Run 1, metal layers overlaid:
Scale: 1.5 px per um. Two of the layers only.
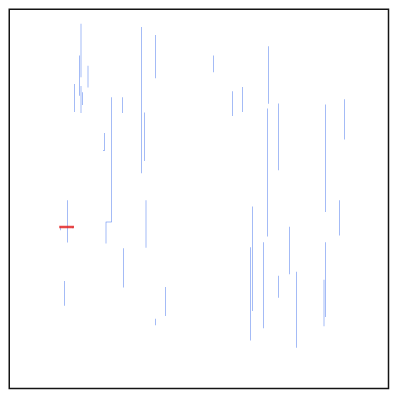
Run 1, placed standard cells:
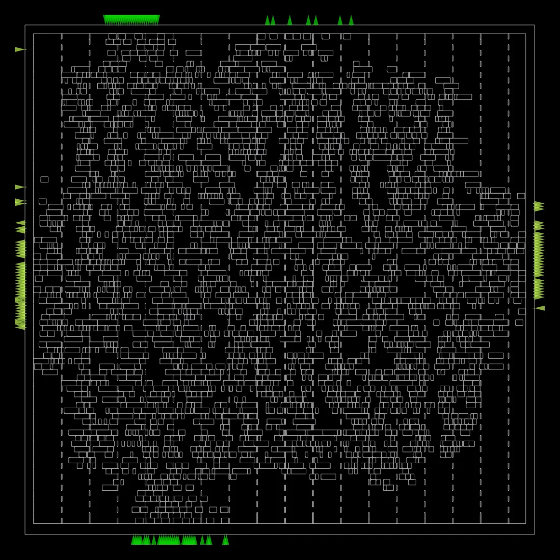
Run 1, nets reached from selected ports:
Scale: 2 px per um.
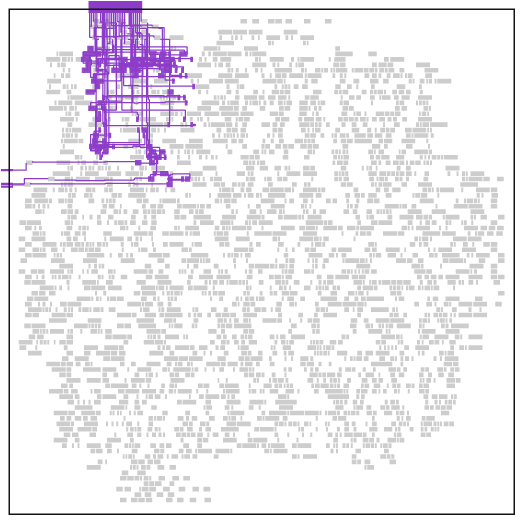
Run 1, sequential cells coloured by netlist name:
Scale: 2 px per um. Other sequential cells in the stronger grey, the rest of the logic in the fainter grey.
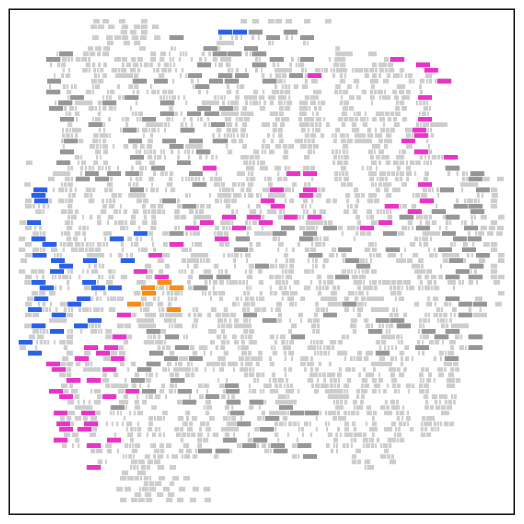
$ cat src/rtl/mdu_pkg.sv
// mdu_pkg: shared definitions for the multiply/divide unit and the control FSM.
//   - FSM state codes and iteration count of the multiply/divide unit
//   - MemtoReg select codes that route HI/LO into the write-back selector
package mdu_pkg;

    localparam logic [1:0] MDU_IDLE = 2'd0;
    localparam logic [1:0] MDU_MULT = 2'd1;
    localparam logic [1:0] MDU_DIV  = 2'd2;

    localparam int MDU_ITER = 32;

    // Write-back selector codes used by mfhi / mflo
    localparam logic [3:0] MEMTOREG_HI = 4'b0101;
    localparam logic [3:0] MEMTOREG_LO = 4'b0100;

    typedef enum logic [1:0] {
        ST_IDLE = MDU_IDLE,
        ST_MULT = MDU_MULT,
        ST_DIV  = MDU_DIV
    } mdu_state_e;

endpackage

$ cat src/rtl/mdu_sign_fix.sv
// mdu_sign_fix: combinational magnitude extraction and sign correction for DIV.
// Ports:
//   num, den       : raw signed dividend / divisor (presented at acceptance)
//   num_mag,den_mag: their absolute values (most negative value maps to itself,
//                    which is the correct unsigned magnitude)
//   a_sign, b_sign : latched operand sign bits
//   quo_mag,rem_mag: unsigned quotient / remainder from the restoring divider
//   quo, rem       : signed results; quotient negative when signs differ,
//                    remainder takes the sign of the dividend
module mdu_sign_fix #(
    parameter int WIDTH = 32
) (
    input  logic [WIDTH-1:0] num,
    input  logic [WIDTH-1:0] den,
    input  logic             a_sign,
    input  logic             b_sign,
    input  logic [WIDTH-1:0] quo_mag,
    input  logic [WIDTH-1:0] rem_mag,
    output logic [WIDTH-1:0] num_mag,
    output logic [WIDTH-1:0] den_mag,
    output logic [WIDTH-1:0] quo,
    output logic [WIDTH-1:0] rem
);

    function automatic logic [WIDTH-1:0] cond_neg(input logic [WIDTH-1:0] v,
                                                  input logic neg);
        logic [WIDTH-1:0] one;
        one = {{(WIDTH-1){1'b0}}, 1'b1};
        if (neg) begin
            return ~v + one;
        end else begin
            return v;
        end
    endfunction

    // Magnitudes and sign-corrected results
    always_comb begin
        num_mag = cond_neg(num, num[WIDTH-1]);
        den_mag = cond_neg(den, den[WIDTH-1]);
        quo     = cond_neg(quo_mag, a_sign ^ b_sign);
        rem     = cond_neg(rem_mag, a_sign);
    end

endmodule

$ cat src/rtl/mult_div_unit.sv
// mult_div_unit: multi-cycle signed MULT (radix-2 Booth) / DIV (restoring)
// owning the HI and LO registers.
// Ports:
//   clk, reset            : clock, synchronous active-high reset
//   start_mult, start_div : one-cycle start pulses (MULT wins if both)
//   a, b                  : operands rs / rt, sampled on the accepting edge
//   hi, lo                : HI (product high / remainder), LO (product low / quotient)
//   busy                  : operation in progress
//   done                  : one-cycle pulse after HI/LO are written
//   div_zero              : last DIV had b == 0; cleared on next accepted start
module mult_div_unit
    import mdu_pkg::*;
#(
    parameter int WIDTH = 32
) (
    input  logic             clk,
    input  logic             reset,
    input  logic             start_mult,
    input  logic             start_div,
    input  logic [WIDTH-1:0] a,
    input  logic [WIDTH-1:0] b,
    output logic [WIDTH-1:0] hi,
    output logic [WIDTH-1:0] lo,
    output logic             busy,
    output logic             done,
    output logic             div_zero
);

    localparam int         PW        = 2 * WIDTH + 1;
    localparam logic [5:0] LAST_ITER = 6'(WIDTH - 1);

    mdu_state_e state_r, state_s;

    logic [WIDTH-1:0] a_r;
    logic             b_sign_r;
    logic [WIDTH-1:0] b_mag_r;
    logic [PW-1:0]    prod_r;
    logic [WIDTH-1:0] rem_r;
    logic [WIDTH-1:0] quo_r;
    logic [5:0]       cnt_r;
    logic [WIDTH-1:0] hi_r;
    logic [WIDTH-1:0] lo_r;
    logic             busy_r;
    logic             done_r;
    logic             div_zero_r;

    logic             accept_s;
    logic             mult_fin_s;
    logic             div_fin_s;
    logic             dz_fin_s;
    logic             busy_s;

    logic [WIDTH:0]   booth_acc_s;
    logic [WIDTH:0]   booth_mcd_s;
    logic [WIDTH:0]   booth_sum_s;
    logic [PW-1:0]    prod_next_s;
    logic [WIDTH:0]   div_shift_s;
    logic [WIDTH-1:0] rem_next_s;
    logic [WIDTH-1:0] quo_next_s;
    logic [WIDTH-1:0] num_mag_s;
    logic [WIDTH-1:0] den_mag_s;
    logic [WIDTH-1:0] quo_fix_s;
    logic [WIDTH-1:0] rem_fix_s;

    mdu_sign_fix #(.WIDTH(WIDTH)) u_sign_fix (
        .num     (a),
        .den     (b),
        .a_sign  (a_r[WIDTH-1]),
        .b_sign  (b_sign_r),
        .quo_mag (quo_next_s),
        .rem_mag (rem_next_s),
        .num_mag (num_mag_s),
        .den_mag (den_mag_s),
        .quo     (quo_fix_s),
        .rem     (rem_fix_s)
    );

    // Booth step: the add/sub is one bit wider than the accumulator so that
    // subtracting the most negative multiplicand cannot overflow before the shift.
    always_comb begin
        booth_acc_s = {prod_r[PW-1], prod_r[PW-1 -: WIDTH]};
        booth_mcd_s = {a_r[WIDTH-1], a_r};
        case (prod_r[1:0])
            2'b01:   booth_sum_s = booth_acc_s + booth_mcd_s;
            2'b10:   booth_sum_s = booth_acc_s - booth_mcd_s;
            default: booth_sum_s = booth_acc_s;
        endcase
        prod_next_s = {booth_sum_s, prod_r[WIDTH:1]};
    end

    // Restoring divide step on magnitudes; quo_r shifts the dividend out at
    // the top while quotient bits enter at the bottom.
    always_comb begin
        div_shift_s = {rem_r, quo_r[WIDTH-1]};
        if (div_shift_s >= {1'b0, b_mag_r}) begin
            rem_next_s = WIDTH'(div_shift_s - {1'b0, b_mag_r});
            quo_next_s = {quo_r[WIDTH-2:0], 1'b1};
        end else begin
            rem_next_s = div_shift_s[WIDTH-1:0];
            quo_next_s = {quo_r[WIDTH-2:0], 1'b0};
        end
    end

    // Next-state, acceptance and completion decode
    always_comb begin
        state_s    = state_r;
        accept_s   = 1'b0;
        mult_fin_s = 1'b0;
        div_fin_s  = 1'b0;
        dz_fin_s   = 1'b0;
        busy_s     = 1'b0;
        case (state_r)
            ST_IDLE: begin
                if (start_mult) begin
                    state_s  = ST_MULT;
                    accept_s = 1'b1;
                    busy_s   = 1'b1;
                end else if (start_div) begin
                    state_s  = ST_DIV;
                    accept_s = 1'b1;
                    // divide by zero finishes next edge without ever being busy
                    busy_s   = (b != {WIDTH{1'b0}});
                end else begin
                    state_s  = ST_IDLE;
                end
            end
            ST_MULT: begin
                if (cnt_r == LAST_ITER) begin
                    state_s    = ST_IDLE;
                    mult_fin_s = 1'b1;
                end else begin
                    busy_s     = 1'b1;
                end
            end
            ST_DIV: begin
                if (b_mag_r == {WIDTH{1'b0}}) begin
                    state_s   = ST_IDLE;
                    dz_fin_s  = 1'b1;
                end else if (cnt_r == LAST_ITER) begin
                    state_s   = ST_IDLE;
                    div_fin_s = 1'b1;
                end else begin
                    busy_s    = 1'b1;
                end
            end
            default: begin
                state_s = ST_IDLE;
            end
        endcase
    end

    // FSM state register
    always_ff @(posedge clk) begin
        if (reset) begin
            state_r <= ST_IDLE;
        end else begin
            state_r <= state_s;
        end
    end

    // Operand latches, iteration datapath, HI/LO and status registers
    always_ff @(posedge clk) begin
        if (reset) begin
            a_r        <= {WIDTH{1'b0}};
            b_sign_r   <= 1'b0;
            b_mag_r    <= {WIDTH{1'b0}};
            prod_r     <= {PW{1'b0}};
            rem_r      <= {WIDTH{1'b0}};
            quo_r      <= {WIDTH{1'b0}};
            cnt_r      <= 6'd0;
            hi_r       <= {WIDTH{1'b0}};
            lo_r       <= {WIDTH{1'b0}};
            busy_r     <= 1'b0;
            done_r     <= 1'b0;
            div_zero_r <= 1'b0;
        end else begin
            busy_r <= busy_s;
            done_r <= mult_fin_s | div_fin_s | dz_fin_s;
            if (accept_s) begin
                a_r        <= a;
                b_sign_r   <= b[WIDTH-1];
                b_mag_r    <= den_mag_s;
                prod_r     <= {{WIDTH{1'b0}}, b, 1'b0};
                rem_r      <= {WIDTH{1'b0}};
                quo_r      <= num_mag_s;
                cnt_r      <= 6'd0;
                div_zero_r <= 1'b0;
            end else if (state_r == ST_MULT) begin
                prod_r <= prod_next_s;
                cnt_r  <= cnt_r + 6'd1;
                if (mult_fin_s) begin
                    hi_r <= prod_next_s[PW-1 -: WIDTH];
                    lo_r <= prod_next_s[WIDTH:1];
                end
            end else if (state_r == ST_DIV) begin
                if (dz_fin_s) begin
                    div_zero_r <= 1'b1;
                end else begin
                    rem_r <= rem_next_s;
                    quo_r <= quo_next_s;
                    cnt_r <= cnt_r + 6'd1;
                    if (div_fin_s) begin
                        hi_r <= rem_fix_s;
                        lo_r <= quo_fix_s;
                    end
                end
            end
        end
    end

    assign hi       = hi_r;
    assign lo       = lo_r;
    assign busy     = busy_r;
    assign done     = done_r;
    assign div_zero = div_zero_r;

endmodule

$ cat config.mk
export PLATFORM = sky130hd
export DESIGN_NAME = mult_div_unit
export DESIGN_NICKNAME = d
export VERILOG_FILES = /design/src/rtl/mdu_pkg.sv /design/src/rtl/mdu_sign_fix.sv /design/src/rtl/mult_div_unit.sv
export SDC_FILE = /design/constraint.sdc
export NUM_CORES = 1
export LEC_CHECK = 0
export CORE_MARGIN = 4
export CORE_UTILIZATION = 31
export DETAILED_ROUTE_END_ITERATION = 8
export PLACE_DENSITY = 0.47
export SETUP_SLACK_MARGIN = 0.05
export SLEW_MARGIN = 0
export SYNTH_ARGS = -nofsm -noshare
export SYNTH_HDL_FRONTEND = slang
export SYNTH_SLANG_ARGS = --single-unit
export TNS_END_PERCENT = 50
$ cat constraint.sdc
create_clock -name clk -period 4.6 [get_ports clk]
set_clock_uncertainty 0.1 [all_clocks]
set_input_delay 0.92 -clock clk [delete_from_list [all_inputs] [get_ports clk]]
set_output_delay 0.92 -clock clk [all_outputs]
set_load 0.05 [all_outputs]
==> out/metrics.csv, run 1 <==
stage,metric,value,unit
cells_and_area,clock buffer count,48,
pwr,power per cell area,357,mW/mm2
clocking,CTS sink cnt,269,
logic_synthesis,Syn Area/Cell,7.54,um2
logic_synthesis,Top logic family,AND-OR/OR-AND gates,
critical_path,crit path DAT,4870,ps
grt,vias in the first global route,17200,
flow_run,tool warnings,33,
detailed_routing,DRC errors left,0,
critical_path,crit path capture,hi[30],
grt,total grt overflow,0,
detailed_routing,via count,18200,
logic_synthesis,async set or reset register ratio after synthesis,0,
critical_path,Critical Path RT,4950,ps
logic_synthesis,Top cell area share,0.292,
clocking,postcts setup bufs,0,
logic_synthesis,adder share,0.0531,
cells_and_area,invs w/o clock,68,
detailed_routing,drt first pass iters,5,
logic_synthesis,ranking of synthesized cells by area,"dfxtp_1 29%, nor2_1 6.6%, a21oi_1 6.2%",
cells_and_area,fin nets,2757,
critical_path,largest delay contributor family on the critical path,AND-OR/OR-AND gates,
logic_synthesis,cell type with the largest total area after synthesis,dfxtp_1,
logic_synthesis,xor/xnor share,0.0922,
clocking,CTS H-Tree Depth,2,
cells_and_area,Clock-cell share,0.0509,
cells_and_area,share of layout cells above drive strength 1,0.103,
detailed_routing,final wirelength,67.4,mm
placed_design,routability cong.,0.893,
critical_path,FF-to-FF path depth,22,
critical_path,capturing point of the worst reg2reg path,hi[30],
worst_hold_path,worst hold start,hi[0],
die,die area,0.0634,mm2
logic_synthesis,simple share,0.219,
logic_synthesis,"Seq/Total Area, Yosys",0.292,
worst_hold_path,worst hold path type,flop to flop,
outcome,outcome,"complete, no violations",
logic_synthesis,yosys cell count,2445,
cells_and_area,Comb gates,1959,
grt,largest net degree at the start of global routing,197,
Back to the opening pictures, 'metal layers overlaid':
- red: M5 (wire length 8.30 um)
- blue: M4 (wire length 1,230 um)

Back to the opening pictures, 'placed standard cells':
Fill cells: 6,127
final core occ: 0.385
FP Rows: 89
flop count: 269
Core ar.: 0.0589 mm2

Back to the opening pictures, 'nets reached from selected ports':
- purple: `a` (bits 32; direction input; edge 29 top, 3 left; end cells 109; wire 2,970 um)

Back to the opening pictures, 'sequential cells coloured by netlist name':
- magenta: `prod_r` (flops 65)
- blue: `lo` (flops 32; where left middle)
- orange: `cnt_r` (flops 6)

-- run 1: synthesized netlist by cell type, types with 5 or more instances --
cell type  instances
o41ai_1           12
nand3_1           36
a21o_1            29
nand4_1           14
a211oi_1         131
buf_2              9
a31oi_1           14
nor2b_1           14
o31ai_1           30
and3_1            14
o211ai_1          55
o211a_1           19
mux2i_1           79
o21ai_0          102
nand2b_1          23
clkbuf_1         119
dfxtp_1          269
nand2_1          296
a21oi_1          227
nor3b_1            6
or3_1             24
xnor2_1           91
buf_1             19
inv_1             67
or4_1             13
nor3_1            47
nor2_1           322
xor2_1           103
or2_2              5
a22oi_1            5
o21a_1            16
a2111oi_0          5
ha_1              75
and2_1            17
nor4_1            36
o21ai_1            8
a311oi_1           7
-- run 1: through the flow --
step	hold slack (ps)	util	area [um2]	setup WS, ps	TNS (ps)
2_1_floorplan	345	-	18400	107	0
3_3_place_gp	341	0.361	21300	-101	-113
3_5_place_dp	348	0.361	21300	-104	-119
4_1_cts	357	0.381	22400	18.0	0
5_1_grt	371	0.385	22700	-114	-239
6_report	353	0.385	22700	80.0	0
-- run 1: registers in the layout (all words and copies together) (netlist names) --
name      flops
b_sign_r      1
prod_r       65
done          1
quo_r        32
busy          1
state_r       2
hi           32
a_r          32
div_zero      1
cnt_r         6
rem_r        32
b_mag_r      32
lo           32
-- run 1: layer usage --
layer	GRT usage	up-vias	wire (um)
met5	0	-	8
met4	0.0437	2	1230
met3	0.0275	81	3160
met2	0.344	435	31900
met1	0.274	8564	31100
li1	-	9119	-
-- run 1: power groups by stage --
stage	registers, mW	logic, mW	clock network [mW]
after floorplan	2.63	1.74	0
after global placement	2.70	2.54	0
after detailed placement	2.71	2.56	0
after CTS	2.66	2.57	2.86
after global routing	2.68	2.90	2.95
final	2.66	2.65	2.78
==> run 2: changes to the inputs <==
SKIP_CTS_REPAIR_TIMING = 1   (was default)
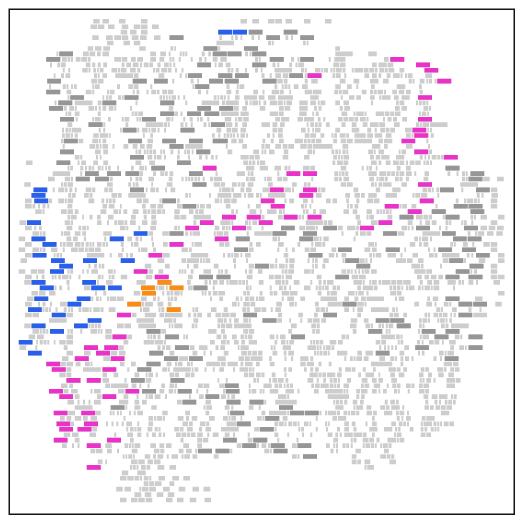
Run 2: sequential cells coloured by netlist name
Scale: 2 px per um. Other sequential cells in the stronger grey, the rest of the logic in the fainter grey.
- magenta: `prod_r` (flops 65)
- orange: `cnt_r` (flops 6)
- blue: `lo` (flops 32; where left middle)
- not coloured: 166

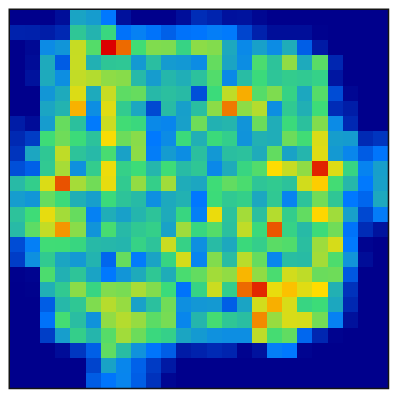
Run 2: signal metal coverage by tile
Scale: 1.5 px per um. 25 x 25 tiles, from dark blue (low) to red (high), scaled to the fullest tile. Values are wire area over tile area, all layers added.
- emptiest ninth of the die: top right
- tiles over half the peak: 26%
- nearly empty tiles: 19%
- mean over tiles: 0.17
- fullest tile: 0.49

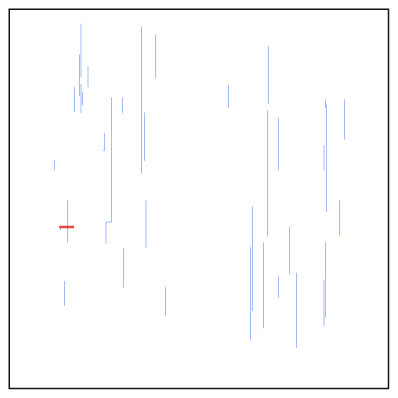
Run 2: metal layers overlaid
Scale: 1.5 px per um. Two of the layers only.
- red: M5 (wire length 8.30 um)
- blue: M4 (wire length 1,210 um)

==> run 2 against run 1 <==
Synthesized cell count did not move; setup slack got worse by 5.5 ps; critical path depth did not move; final area rose by 0.18%; core utilization rose by 0.068 points; register-to-register slack barely moved; first-iteration DRC count fell by 3.4%; critical endpoint unchanged; largest power group unchanged; final cell count barely moved.
==> out/metrics.csv, run 2 <==
stage,metric,value,unit,change
cells_and_area,design area,0.0227,mm2,+0.18%
outcome,outcome,"complete, no violations",,
cells_and_area,max FFs per register,65,,unchanged
logic_synthesis,yosys cell count,2445,,unchanged
logic_synthesis,cell type with the largest total area after synthesis,dfxtp_1,,
die,die area,0.0634,mm2,unchanged
logic_synthesis,xor/xnor share,0.0922,,unchanged
logic_synthesis,Syn Area/Cell,7.54,um2,unchanged
grt,largest net degree at the start of global routing,197,,unchanged
logic_synthesis,"Seq/Total Area, Yosys",0.292,,unchanged
placed_design,placed cell areas,0.0213,mm2,unchanged
critical_path,crit path DAT,4880,ps,about the same
detailed_routing,drt first pass iters,5,,unchanged
critical_path,largest delay contributor family on the critical path,AND-OR/OR-AND gates,,
logic_synthesis,simple share,0.219,,unchanged
cells_and_area,Reg with most FFs,prod_r,,
placed_design,routability cong.,0.893,,unchanged
detailed_routing,final wirelength,67.5,mm,+0.15%
worst_hold_path,worst hold path type,flop to flop,,
die,FP Rows,89,,unchanged
logic_synthesis,adder share,0.0531,,unchanged
placed_design,Placement Setup Slack,-104,ps,unchanged
critical_path,Critical Path RT,4950,ps,about the same
pwr,power per cell area,356,mW/mm2,about the same
-- run 2: cell families (layout without fill, tap and decap cells) --
| group | after synthesis | after routing |
|---|---|---|
| adder cells (fa/ha/maj) | 77 | 77 |
| AND/OR/NAND/NOR | 893 | 893 |
| XOR/XNOR | 194 | 194 |
| flip-flops | 269 | 269 |
| multiplexers | 82 | 82 |
| buffers and inverters | 217 | 409 |
| AND-OR/OR-AND | 713 | 713 |
-- run 2: path summary, 6_finish.rpt --
| kind | startpoint | cells after the start | end | slack, ps |
|---|---|---|---|---|
| worst min register to register | hi[0] | 2 | hi[0] | 350 |
| worst min-delay path | hi[0] | 2 | hi[0] | 350 |
| worst max-delay path | a_r[1] | 22 | hi[30] | 70 |
| worst max register to register | a_r[1] | 22 | hi[30] | 70 |
-- run 2: metrics by stage --
step	std cells	util	total power [mW]	hold WS, ps	setup TNS, ps
finish	3410	0.386	8.10	353	0
global route	3410	0.386	8.54	371	-152
CTS	3397	0.380	8.09	357	-198
detailed placement	3336	0.361	5.26	348	-119
global placement	3336	0.361	5.24	341	-113
floorplan	2445	-	4.37	345	0
-- run 2: metal layers --
metal  GRT usage  vias up  part of all wire
li1            -     9132                 -
met1       0.274     8543              0.46
met2       0.343      430              0.47
met3      0.0275       81             0.045
met4      0.0437        2             0.018
met5           0        -           0.00012
-- run 2: layout make-up --
cell class	instances	area, um2
multi-input cells	1959	12500
well taps	773	967
fillers	6120	36200
flip-flops and latches	269	5390
inverters	68	255
clock inverters	13	160
clock buffers	48	995
repair buffers	280	2490
-- run 2: power breakdown --
part	switching, mW	internal, mW
clock network	1.15	1.64
logic	1.59	1.07
registers	0.184	2.47
Power figures rest on the tool's default switching activity, not on a simulated workload.
